$ cat config.mk
export PLATFORM = sky130hd
export DESIGN_NAME = point_stream_assembler
export DESIGN_NICKNAME = d
export VERILOG_FILES = /design/src/rtl/point_stream_assembler.sv
export SDC_FILE = /design/constraint.sdc
export NUM_CORES = 1
export LEC_CHECK = 0
export CAP_MARGIN = 10
export CELL_PAD_IN_SITES_DETAIL_PLACEMENT = 1
export CELL_PAD_IN_SITES_GLOBAL_PLACEMENT = 2
export CORE_MARGIN = 2
export CORE_UTILIZATION = 35
export DETAILED_ROUTE_END_ITERATION = 12
export PLACE_DENSITY_LB_ADDON = 0.1
export RECOVER_POWER = 100
export REMOVE_ABC_BUFFERS = 1
export SLEW_MARGIN = 0
export SYNTH_ARGS = -nofsm -noshare
export SYNTH_HDL_FRONTEND = slang
export SYNTH_SLANG_ARGS = --single-unit
$ cat constraint.sdc
create_clock -name clk -period 2.4 [get_ports clk]
set_input_delay 0.24 -clock clk [delete_from_list [all_inputs] [get_ports clk]]
set_output_delay 0.24 -clock clk [all_outputs]
set_load 0.02 [all_outputs]
$ cat src/rtl/point_stream_assembler.sv
// Groups DIMS serial coordinates into packed points and buffers them in a DEPTH-entry FIFO.
// Optional running bounding box of committed points when POINT_ASM_BBOX_EN is defined.
module point_stream_assembler #(
  parameter int DIMS    = 2,
  parameter int COORD_W = 32,
  parameter int DEPTH   = 4
) (
  input  logic                      clk,
  input  logic                      rst,
  input  logic                      in_valid,
  output logic                      in_ready,
  input  logic [COORD_W-1:0]        in_coord,
  input  logic                      in_last,
  output logic                      out_valid,
  input  logic                      out_ready,
  output logic [DIMS*COORD_W-1:0]   out_point,
  output logic [$clog2(DEPTH):0]    out_count,
  output logic                      err_short,
  output logic                      err_long
`ifdef POINT_ASM_BBOX_EN
  ,
  output logic                      bbox_valid,
  output logic [DIMS*COORD_W-1:0]   bbox_min,
  output logic [DIMS*COORD_W-1:0]   bbox_max
`endif
);

  localparam int PW    = DIMS * COORD_W;
  localparam int IDX_W = (DIMS > 1) ? $clog2(DIMS) : 1;
  localparam int PTR_W = (DEPTH > 1) ? $clog2(DEPTH) : 1;
  localparam int CNT_W = $clog2(DEPTH) + 1;
  localparam logic [IDX_W-1:0] LAST_IDX = IDX_W'(DIMS - 1);

  if (DIMS < 1 || DIMS > 8) begin : g_bad_dims
    $error("point_stream_assembler: DIMS must be in 1..8");
  end
  if (DEPTH < 2 || (DEPTH & (DEPTH - 1)) != 0) begin : g_bad_depth
    $error("point_stream_assembler: DEPTH must be a power of 2, >= 2");
  end

  logic [IDX_W-1:0] idx_q, idx_d;
  logic [PW-1:0]    asm_q, asm_d;
  logic [PW-1:0]    mem_q [DEPTH];
  logic [PW-1:0]    mem_d [DEPTH];
  logic [PTR_W-1:0] wr_ptr_q, wr_ptr_d;
  logic [PTR_W-1:0] rd_ptr_q, rd_ptr_d;
  logic [CNT_W-1:0] count_q, count_d;
  logic             out_valid_q, out_valid_d;
  logic             err_short_q, err_short_d;
  logic             err_long_q, err_long_d;

  logic             last_slot, full, pop, accept, commit;
  logic [PW-1:0]    point_new;

`ifdef POINT_ASM_BBOX_EN
  logic             bbox_valid_q, bbox_valid_d;
  logic [PW-1:0]    bbox_min_q, bbox_min_d;
  logic [PW-1:0]    bbox_max_q, bbox_max_d;
`endif

  always_comb begin
    idx_d       = idx_q;
    asm_d       = asm_q;
    mem_d       = mem_q;
    wr_ptr_d    = wr_ptr_q;
    rd_ptr_d    = rd_ptr_q;
    count_d     = count_q;
    err_short_d = 1'b0;
    err_long_d  = 1'b0;

    last_slot = (idx_q == LAST_IDX);
    full      = (count_q == CNT_W'(DEPTH));
    pop       = out_valid_q && out_ready;
    // The last coordinate of a point may enter a full FIFO if the head leaves this cycle.
    in_ready  = !last_slot || !full || pop;
    accept    = in_valid && in_ready;
    commit    = accept && last_slot;

    point_new = asm_q;
    for (int k = 0; k < DIMS; k++) begin
      if (idx_q == IDX_W'(k)) point_new[k*COORD_W +: COORD_W] = in_coord;
    end

    if (accept) begin
      if (commit) begin
        mem_d[wr_ptr_q] = point_new;
        wr_ptr_d        = wr_ptr_q + PTR_W'(1);
        idx_d           = '0;
        asm_d           = '0;
        err_long_d      = !in_last;
      end else if (in_last) begin
        idx_d       = '0;
        asm_d       = '0;
        err_short_d = 1'b1;
      end else begin
        asm_d = point_new;
        idx_d = idx_q + IDX_W'(1);
      end
    end

    if (pop) rd_ptr_d = rd_ptr_q + PTR_W'(1);

    case ({commit, pop})
      2'b10:   count_d = count_q + CNT_W'(1);
      2'b01:   count_d = count_q - CNT_W'(1);
      default: count_d = count_q;
    endcase
    out_valid_d = (count_d != '0);
  end

`ifdef POINT_ASM_BBOX_EN
  always_comb begin
    bbox_valid_d = bbox_valid_q;
    bbox_min_d   = bbox_min_q;
    bbox_max_d   = bbox_max_q;
    if (commit) begin
      bbox_valid_d = 1'b1;
      if (!bbox_valid_q) begin
        bbox_min_d = point_new;
        bbox_max_d = point_new;
      end else begin
        for (int k = 0; k < DIMS; k++) begin
          if ($signed(point_new[k*COORD_W +: COORD_W]) < $signed(bbox_min_q[k*COORD_W +: COORD_W]))
            bbox_min_d[k*COORD_W +: COORD_W] = point_new[k*COORD_W +: COORD_W];
          if ($signed(point_new[k*COORD_W +: COORD_W]) > $signed(bbox_max_q[k*COORD_W +: COORD_W]))
            bbox_max_d[k*COORD_W +: COORD_W] = point_new[k*COORD_W +: COORD_W];
        end
      end
    end
  end

  always_ff @(posedge clk) begin
    if (rst) begin
      bbox_valid_q <= 1'b0;
      bbox_min_q   <= '0;
      bbox_max_q   <= '0;
    end else begin
      bbox_valid_q <= bbox_valid_d;
      bbox_min_q   <= bbox_min_d;
      bbox_max_q   <= bbox_max_d;
    end
  end

  assign bbox_valid = bbox_valid_q;
  assign bbox_min   = bbox_min_q;
  assign bbox_max   = bbox_max_q;
`endif

  always_ff @(posedge clk) begin
    if (rst) begin
      idx_q       <= '0;
      asm_q       <= '0;
      wr_ptr_q    <= '0;
      rd_ptr_q    <= '0;
      count_q     <= '0;
      out_valid_q <= 1'b0;
      err_short_q <= 1'b0;
      err_long_q  <= 1'b0;
      for (int i = 0; i < DEPTH; i++) mem_q[i] <= '0;
    end else begin
      idx_q       <= idx_d;
      asm_q       <= asm_d;
      wr_ptr_q    <= wr_ptr_d;
      rd_ptr_q    <= rd_ptr_d;
      count_q     <= count_d;
      out_valid_q <= out_valid_d;
      err_short_q <= err_short_d;
      err_long_q  <= err_long_d;
      for (int i = 0; i < DEPTH; i++) mem_q[i] <= mem_d[i];
    end
  end

  assign out_valid = out_valid_q;
  assign out_point = mem_q[rd_ptr_q];
  assign out_count = count_q;
  assign err_short = err_short_q;
  assign err_long  = err_long_q;

endmodule

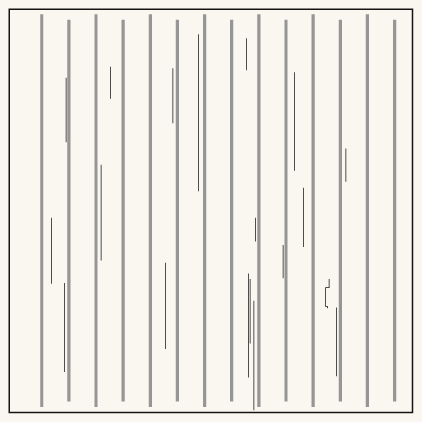
Figure 1: signal wires on met4.
(2 px per µm) Supply wires on this layer in grey.
wire length on this layer: 647 µm
longest straight run: 78.2 µm
main direction: vertical
share of all routed wire: 1.7%

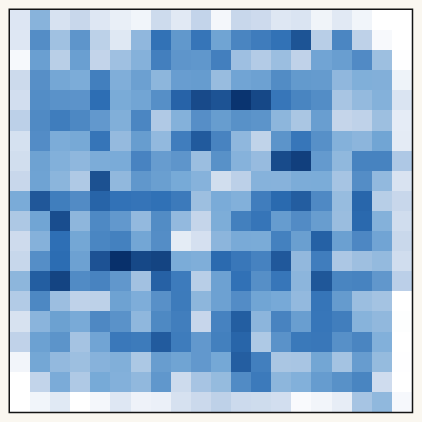
Figure 2: wiring heat map.
(2 px per µm) The die is cut into 20 by 20 equal tiles; white is low, dark blue is high, scaled to the fullest tile. Values are wire area over tile area, all layers added.
tiles over half the peak: 49%
fullest tile: 0.30
nearly empty tiles: 3.0%
total routed wirelength: 37180 µm
vias: 9198

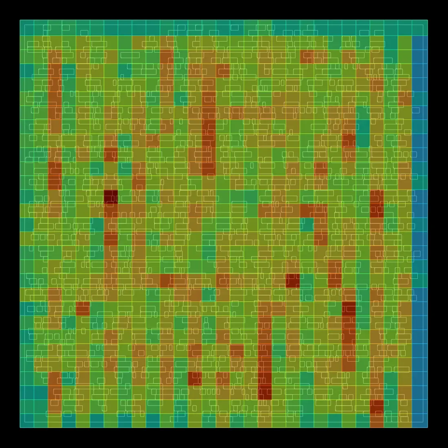
Figure 3: routing congestion map.
gr usage total: 18.44%
met3 Use GR: 3.458%
layer with the highest usage: met2
met1 usage: 23.38%
grt met2 use: 32.28%

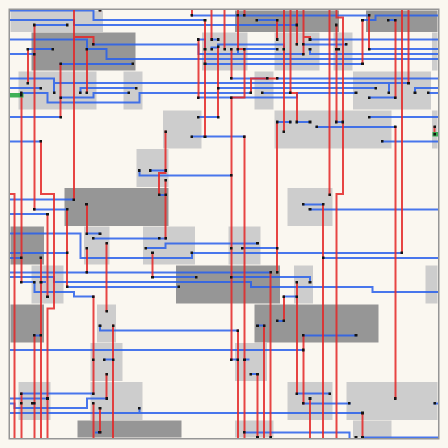
Figure 4: close-up of the layout.
Region (85, 45) to (115, 75) µm. Cells in grey, sequential cells in the stronger grey; small squares are vias.
[red] M2
[green] M3
[blue] M1
netlist names of flops here include: mem_q (4)
sequential cells in the window: 6
cells with their middle in the window: 30
most frequent: nand2b_1 (6), dfxtp_1 (5), inv_1 (3)

==> results_dict.tcl <==
# implementation run metrics
set metrics [dict create \
    outcome "complete, no violations" \
    worst-path-stages 3 \
    ys_sh_adder_pct 0.6084 \
    pre_cts_ws_ns -0.02286 \
    drv_slew 0 \
    drc_errors 0 \
    first_iter_violations 253 \
    path_clk_slew_ns 0.06 \
    hp-start "rst" \
    ys_area_um2 13570 \
    final_area_um2 16550 \
    m1WireLength_um 16780 \
    powerClk_mw 5.10 \
    dp.cells 1770 \
    required_ns 2.16 \
    synth.distinct_cells 43 \
    crit_path_end "out_point[15]" \
    worst_slew_pin_slew_ns 0.6428 \
    startpoint "rd_ptr_q[0]" \
    cts_sinks 299 \
    ff2ff_path_depth 10 \
    vias_per_cell 5.013 \
    critical_path_buf_inv_count 2 \
    swShare_pct 24.54 \
    layout-drive-gt1-share_pct 18.22 \
    grt_pass1_wl_um 58670 \
    htreeDepth 2 \
    clock_latency_ns 0.52 \
    hold_viol 0 \
    cts_resized 51 \
    numPortBuffers 107 \
    xor_share_pct 0.2581 \
    finalPower_mw 11.38 \
    critical_path.cell_chain "buf_16 > mux4_2 > dlygate4sd2_1" \
    p_sw_mw 2.791 \
    cp-end-kind "primary output" \
    wire_per_inst_um 20.26 \
    min_to "out_count[0]" \
]
==> synth_stat cells, drive strengths merged <==
master and n:
dfxtp 299, nand2b 228, mux2i 161, inv 103, a221oi 96, mux4 64
buf 63, clkbuf 37, nand2 37, o21ai 37, and2b 22, nor2b 10
nor2 6, ha 5, a21oi 4, and3 4, xor2 3, a21boi 2
nor4b 2, o211a 2, a31o 1, and4bb 1, clkinv 1, fa 1
mux2 1, nand3 1, nand4bb 1, nor3b 1, o211ai 1, o21bai 1
or2 1, or4 1, xnor2 1
==> final cells by class <==
type                    instances  area share [%]
clock inverters                 4          0.1210
flip-flops and latches        299           36.23
well taps                     518           3.917
repair buffers                157           10.79
clock buffers                  58           6.374
multi-input cells             695           40.18
inverters                     104           2.389
